==> config.mk <==
export PLATFORM = sky130hd
export DESIGN_NAME = hazard_scoreboard
export DESIGN_NICKNAME = d
export VERILOG_FILES = /design/src/rtl/hazard_pkg.sv /design/src/rtl/hazard_sb_entry.sv /design/src/rtl/hazard_scoreboard.sv
export SDC_FILE = /design/constraint.sdc
export NUM_CORES = 1
export LEC_CHECK = 0
export CAP_MARGIN = 10
export CORE_MARGIN = 5
export CORE_UTILIZATION = 30
export DETAILED_ROUTE_END_ITERATION = 8
export GPL_ROUTABILITY_DRIVEN = 0
export GPL_TIMING_DRIVEN = 0
export PLACE_DENSITY = 0.57
export SYNTH_ARGS = -nofsm -noshare
export SYNTH_HDL_FRONTEND = slang
export SYNTH_HIERARCHICAL = 1
export SYNTH_SLANG_ARGS = --single-unit
==> constraint.sdc <==
create_clock -name clk -period 4.2 [get_ports clk]
set_clock_uncertainty 0.2 [all_clocks]
set_input_delay 0.42 -clock clk [delete_from_list [all_inputs] [get_ports clk]]
set_output_delay 0.42 -clock clk [all_outputs]
set_load 0.03 [all_outputs]
==> src/rtl/hazard_pkg.sv <==
// Shared defaults and types for the register-hazard scoreboard.
package hazard_pkg;
  localparam int REG_ADDR_W = 4;
  localparam int NUM_REGS   = 2 ** REG_ADDR_W;
  localparam int MAX_LAT    = 4;
  localparam int LAT_W      = 3;
  localparam int STAT_W     = 16;

  typedef logic [REG_ADDR_W-1:0] reg_addr_t;
  typedef logic [LAT_W-1:0]      lat_t;
endpackage

==> src/rtl/hazard_sb_entry.sv <==
// One per-register writeback countdown: load on issue, otherwise count down to zero and hold.
module hazard_sb_entry
  import hazard_pkg::*;
#(
  parameter int CNT_W = hazard_pkg::LAT_W
) (
  input  logic             clk,
  input  logic             rst,
  input  logic             i_load,
  input  logic [CNT_W-1:0] i_load_val,
  output logic [CNT_W-1:0] o_cnt,
  output logic             o_busy,
  output logic             o_is_one
);
  logic [CNT_W-1:0] r_cnt;

  // A fresh issue overrides the decrement of an older pending write.
  always_ff @(posedge clk or negedge rst) begin
    if (!rst)
      r_cnt <= '0;
    else if (i_load)
      r_cnt <= i_load_val;
    else if (r_cnt != '0)
      r_cnt <= r_cnt - CNT_W'(1);
  end

  assign o_cnt    = r_cnt;
  assign o_busy   = (r_cnt != '0);
  assign o_is_one = (r_cnt == CNT_W'(1));
endmodule

==> src/rtl/hazard_scoreboard.sv <==
// ID-stage scoreboard of pending writebacks with variable result latency.
// Optional HAZARD_FWD_EN: a source in its final countdown cycle is taken from the bypass bus.
module hazard_scoreboard
  import hazard_pkg::*;
#(
  parameter int REG_ADDR_W = hazard_pkg::REG_ADDR_W,
  parameter int MAX_LAT    = hazard_pkg::MAX_LAT,
  parameter int LAT_W      = hazard_pkg::LAT_W,
  parameter int STAT_W     = hazard_pkg::STAT_W,
  parameter int NUM_REGS   = 2 ** REG_ADDR_W
) (
  input  logic                  clk,
  input  logic                  rst,
  input  logic                  issue_valid,
  input  logic [REG_ADDR_W-1:0] src1,
  input  logic [REG_ADDR_W-1:0] src2,
  input  logic                  two_src,
  input  logic [REG_ADDR_W-1:0] dest,
  input  logic                  wb_en,
  input  logic [LAT_W-1:0]      wb_lat,
  input  logic                  flush,
  output logic                  hazard_detected,
  output logic                  fwd1,
  output logic                  fwd2,
  output logic [NUM_REGS-1:0]   busy_mask,
  output logic [STAT_W-1:0]     stall_cnt
);
  logic [LAT_W-1:0]    w_cnt [NUM_REGS];
  logic [NUM_REGS-1:0] w_is_one;
  logic [NUM_REGS-1:0] w_load;
  logic [LAT_W-1:0]    w_lat_eff;
  logic                w_src1_ready;
  logic                w_src2_ready;
  logic                w_waw;
  logic                w_issue;
  logic [STAT_W-1:0]   r_stall_cnt;

  assign w_lat_eff = (wb_lat > LAT_W'(MAX_LAT)) ? LAT_W'(MAX_LAT) : wb_lat;

  genvar gi;
  generate
    for (gi = 0; gi < NUM_REGS; gi++) begin : g_entry
      assign w_load[gi] = w_issue & wb_en & (w_lat_eff != '0) & (dest == REG_ADDR_W'(gi));
      hazard_sb_entry #(.CNT_W(LAT_W)) u_entry (
        .clk        (clk),
        .rst        (rst),
        .i_load     (w_load[gi]),
        .i_load_val (w_lat_eff),
        .o_cnt      (w_cnt[gi]),
        .o_busy     (busy_mask[gi]),
        .o_is_one   (w_is_one[gi])
      );
    end
  endgenerate

`ifdef HAZARD_FWD_EN
  assign w_src1_ready = (w_cnt[src1] <= LAT_W'(1));
  assign w_src2_ready = (w_cnt[src2] <= LAT_W'(1));
  assign fwd1 = w_issue & w_is_one[src1];
  assign fwd2 = w_issue & two_src & w_is_one[src2];
`else
  logic w_unused_is_one;
  assign w_unused_is_one = ^w_is_one;
  assign w_src1_ready = (w_cnt[src1] == '0);
  assign w_src2_ready = (w_cnt[src2] == '0);
  assign fwd1 = 1'b0;
  assign fwd2 = 1'b0;
`endif

  // A later write must not land before an older, slower one to the same register.
  assign w_waw = wb_en & (w_cnt[dest] > w_lat_eff);

  assign hazard_detected = issue_valid & ~flush &
                           (~w_src1_ready | (two_src & ~w_src2_ready) | w_waw);
  assign w_issue = issue_valid & ~flush & ~hazard_detected;

  always_ff @(posedge clk or negedge rst) begin
    if (!rst)
      r_stall_cnt <= '0;
    else if (hazard_detected && (r_stall_cnt != '1))
      r_stall_cnt <= r_stall_cnt + STAT_W'(1);
  end

  assign stall_cnt = r_stall_cnt;
endmodule

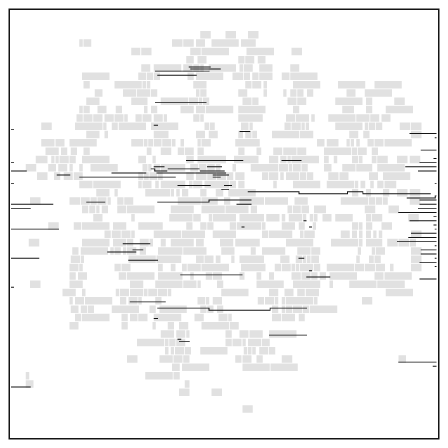
Figure 1: run 1, signal wires on met3.
Cells faint in the background.
longest straight run: 31.3 µm
share of all routed wire: 4.7%
nets with wire on the layer: 66
main direction: horizontal
wire length on this layer: 666 µm
Final Routed Wirelength: 14200 µm
via count: 4364
met3 usage: 3.17%

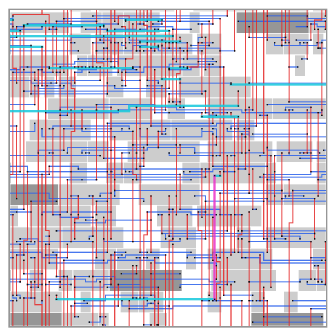
Figure 2: run 1, close-up of the layout.
Region (50, 50) to (90, 90) µm. Cells in gray, sequential cells in the stronger gray; small squares are vias.
legend:
  metal 4:
    color: magenta
  metal 3:
    color: cyan
  metal 1:
    color: blue
  metal 2:
    color: red
cells with their middle in the window: 92
netlist names of flops here include: `g_entry.u_entry/o_cnt` (5)
most frequent: nor4_4 (13), mux4_2 (12), nor3_1 (7)
sequential cells in the window: 5

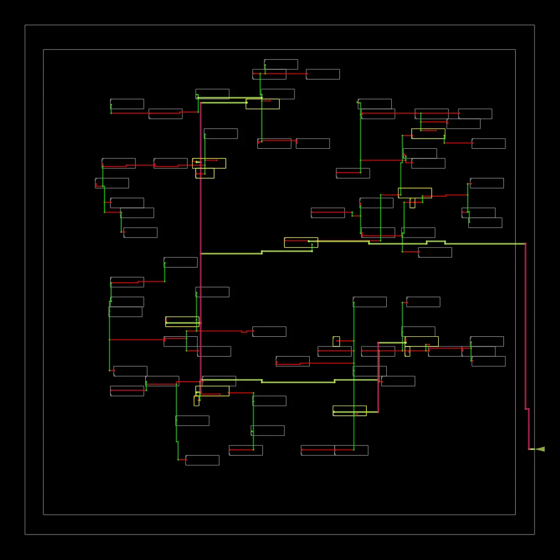
Figure 3: run 1, clock wiring as the flow saved it.
Clock net power: 0.000672 W
clkbuf count: 13
clock net sink count: 64

run 1: sequential cells by signal, summed over array words and instances, names as in the netlist:
name / cells
g_entry.u_entry/o_cnt: 48
stall_cnt: 16
run 1: per-layer routing:
metal | vias to the layer above | wire length [µm]
met5 | - | 0
met4 | 0 | 218
met3 | 18 | 666
met2 | 115 | 6730
met1 | 2136 | 6550
li1 | 2095 | -
run 1: power by group through the flow:
stage | logic (W) | registers [W] | clock network, W
floorplan | 0.00138 | 0.00120 | 0
detailed placement | 0.00193 | 0.00129 | 0
global route | 0.00218 | 0.00135 | 0.000721
finish | 0.00196 | 0.00129 | 0.000672
global placement | 0.00184 | 0.00127 | 0
CTS | 0.00196 | 0.00129 | 0.000697
run 1: through the flow:
| step | hold slack (ns) | cell area [µm²] |
|---|---|---|
| 6_report | 0.00873 | 6400 |
| 2_1_floorplan | -0.0756 | 5180 |
| 3_5_place_dp | 0.305 | 5940 |
| 4_1_cts | 0.0412 | 6340 |
| 5_1_grt | 0.0945 | 6400 |
| 3_3_place_gp | 0.295 | 5940 |
run 1: cell type report:
type                       instances  area (µm²)  area share [%]
clock buffer                      13         250            3.91
clock inverter                     1        5.00          0.0781
multi-input combinational        376        3340            52.2
tap                              220         275            4.30
timing repair buffer              56         536            8.36
inverter                          71         267            4.16
sequential                        64        1600            25.0
buffer                            18         126            1.97
run 1: timing repair:
item,CTS,global route
setup buffers,4,3
gates resized,20,11
endpoints found under the setup margin,49,39
pin swaps,15,5
run 1: final timing paths:
check / slack (ns) / depth (start not counted) / to / from
min in group clk: 0.30 / 1 / stall_cnt[9] / stall_cnt[9]
hold reg to reg: 0.30 / 1 / stall_cnt[9] / stall_cnt[9]
setup reg to reg: 0.13 / 11 / g_entry[5].u_entry/o_cnt[0] / g_entry[10].u_entry/o_cnt[1]
hold / removal: 0.009 / 1 / g_entry[2].u_entry/o_cnt[2] / rst
max in group asynchronous: 3.24 / 1 / stall_cnt[14] / rst
setup / recovery: 0.12 / 13 / g_entry[5].u_entry/o_cnt[0] / dest[0]
==> impl_metrics.tcl, run 1 <==
# implementation run metrics
set metrics [dict create \
    status "finished clean" \
    relSlewSlack_pct 20.5 \
    ys_warn_count 6 \
    htreeDepth 3 \
    core_area_um2 16600 \
    antenna_cells 0 \
    p_comb_share_pct 50.0 \
    p_sw_share_pct 41.5 \
    slowest_stage "mux4_2" \
    portBuffers 49 \
    cts_tree "done" \
    num_rows 47 \
    drc 0 \
    grt.overflow.total 0 \
    power_switching_w 0.00163 \
    path_buffers 3 \
    final_antenna_net_count 0 \
    finalSetupTns_ns 0 \
    stdcell_count 819 \
    ir_drop_v 0.000271 \
    synthesis.area_um2 5070 \
    use_met2_pct 24.0 \
    cts-root-buf "clkbuf_16" \
]
==> run 2, diff against run 1 <==
--- a/config.mk
+++ b/config.mk
@@ -16,3 +16,4 @@
 export SYNTH_HDL_FRONTEND = slang
 export SYNTH_HIERARCHICAL = 1
 export SYNTH_SLANG_ARGS = --single-unit
+export TNS_END_PERCENT = 100
==> run 2 against run 1 <==
Largest cell class unchanged; sequential power barely moved; core utilization did not move; cell count did not move; count of clock-buffer cells in the layout did not move; clock power barely moved; synthesized cell count did not move; routed wire length did not move; register-to-register slack barely moved; critical path depth did not move.
==> impl_metrics.tcl, run 2 <==
# implementation run metrics
set metrics [dict create \
    status "finished clean" \
    r2r_cells 11 \
    place_area_um2 5940 \
    cap_violations 0 \
    fp-utilization_pct 30.6 \
    grt.busiest_layer "met2" \
    p_int_w 0.00230 \
    cts_tree "done" \
    seqPwrFrac_pct 32.9 \
    vias 4364 \
    hold_ws_ns 0.00873 \
    worstReg2RegStart "g_entry[10].u_entry/o_cnt[1]" \
    power_switching_w 0.00163 \
    clk_pin_slew_ns 0.05 \
    grt.overflow.total 0 \
    power_leakage_nw 2.58 \
    power_density_nw_per_um2 613 \
    p_comb_share_pct 50.0 \
    num_rows 47 \
    worst_ep_required_time_ns 4.23 \
    ys_warn_count 6 \
    path_class "in -> reg" \
    finish.instance_area_um2 6400 \
    ir_drop_v 0.000271 \
    relSlewSlack_pct 20.5 \
    r2r_end "g_entry[5].u_entry/o_cnt[0]" \
    htreeDepth 3 \
    combGateArea_um2 3340 \
    clock-sinks 64 \
    wirelength_um 14200 \
    portBuffers 49 \
    clock_path_buffers 2 \
    use_met2_pct 24.0 \
    grt_max_degree 65 \
    n_fill_cell 1632 \
    final_antenna_net_count 0 \
    p_sw_share_pct 41.5 \
    grtUsageMet3_pct 3.17 \
    core_area_um2 16600 \
    final.setup.worst_slack_ns 0.119 \
    antenna_cells 0 \
    drc 0 \
    synthesis.area_um2 5070 \
    hold_viol 0 \
    r2r_slack_ns 0.13 \
    flop_area_um2 1600 \
    cts-root-buf "clkbuf_16" \
    largest_register_ffs 48 \
]
[run 2: routing by layer]
layer | part of all wire, % | vias to the layer above
met2 | 47 | 115
met4 | 1.5 | 0
li1 | - | 2095
met3 | 4.7 | 18
met5 | 0 | -
met1 | 46 | 2136
[run 2: timing repair]
action,4_1_cts,5_1_grt
resized,20,11
pin swaps,15,5
setup endpoints to repair,49,39
setup buffers,4,3
[run 2: worst max path at each step]
stage | startpoint | to | slack [ns] | depth (start not counted)
after CTS | dest[1] | hazard_detected | 0.02 | 12
after floorplan | dest[0] | g_entry[0].u_entry/o_cnt[0] | -0.09 | 14
after global placement | dest[1] | g_entry[11].u_entry/o_cnt[0] | -0.86 | 14
final | dest[0] | g_entry[5].u_entry/o_cnt[0] | 0.12 | 13
after detailed placement | dest[1] | g_entry[11].u_entry/o_cnt[0] | -0.93 | 14
after global routing | dest[0] | g_entry[5].u_entry/o_cnt[0] | -0.03 | 13
[run 2: layout make-up]
cell class / instances / share of cell area [%]
Multi-Input combinational cell: 376 / 52.2
Sequential cell: 64 / 25.0
Timing Repair Buffer: 56 / 8.36
Tap cell: 220 / 4.30
Inverter: 71 / 4.16
Clock buffer: 13 / 3.91
Buffer: 18 / 1.97
Clock inverter: 1 / 0.0781
[run 2: metrics by stage]
step	setup TNS, ns	util, %	power [W]	cells
floorplan	-1.36	-	0.00258	529
global placement	-34.34	35.8	0.00311	798
global route	-0.0642	38.6	0.00425	819
detailed placement	-37.57	35.8	0.00323	798
finish	0	38.6	0.00393	819
CTS	0	38.3	0.00395	816
[run 2: power by group through the flow]
stage	logic [W]	registers (W)	clock network [W]
floorplan	0.00138	0.00120	0
global placement	0.00184	0.00127	0
detailed placement	0.00193	0.00129	0
CTS	0.00196	0.00129	0.000697
global route	0.00218	0.00135	0.000721
finish	0.00196	0.00129	0.000672
[run 2: worst max-delay path: stages]
cell and delay [ns]:
clkbuf_8 0.16, buf_8 0.16, mux4_2 0.54, mux4_2 0.49, ha_1 0.30, nor2b_1 0.14
o21a_1 0.16, o211ai_1 0.34, o311ai_4 0.20, buf_2 0.27, nor4_2 0.53, nor2b_1 0.10
a221oi_1 0.29
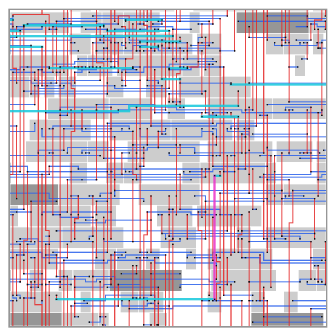
Figure 4: run 2, close-up of the layout.
Region (50, 50) to (90, 90) µm. Cells in gray, sequential cells in the stronger gray; small squares are vias.
legend:
  metal 2:
    color: red
  metal 3:
    color: cyan
  metal 1:
    color: blue
  metal 4:
    color: magenta
cells with their middle in the window: 92
netlist names of flops here include: `g_entry.u_entry/o_cnt` (5)
sequential cells in the window: 5
most frequent: nor4_4 (13), mux4_2 (12), nor3_1 (7)

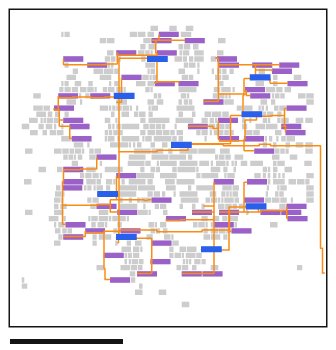
Figure 5: run 2, clock distribution.
The bar under the picture is 50 µm long.
legend:
  clock wires:
    color: orange
    length: 1130 µm
  flip-flops:
    color: purple
    count: 64
  clock drivers:
    color: blue
    count: 9
routed clock nets: 10

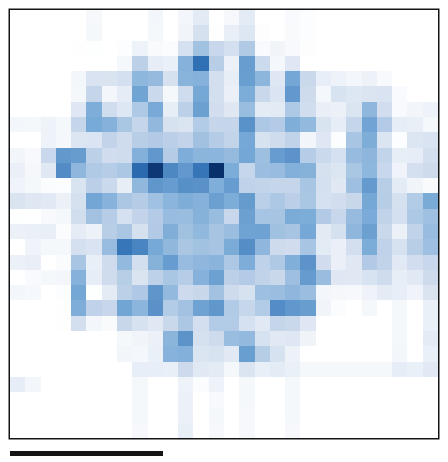
Figure 6: run 2, routed metal per tile.
The bar under the picture is 50 µm long. The die is cut into 28 by 28 equal tiles; white is low, dark blue is high, scaled to the fullest tile. Values are wire area over tile area, all layers added.
fullest tile: 0.64
densest ninth of the die: center
emptiest ninth of the die: lower right
tiles over half the peak: 7.5%
nearly empty tiles: 32%
mean over tiles: 0.11

No activity file was given, so power comes from the tool's default toggle rates.
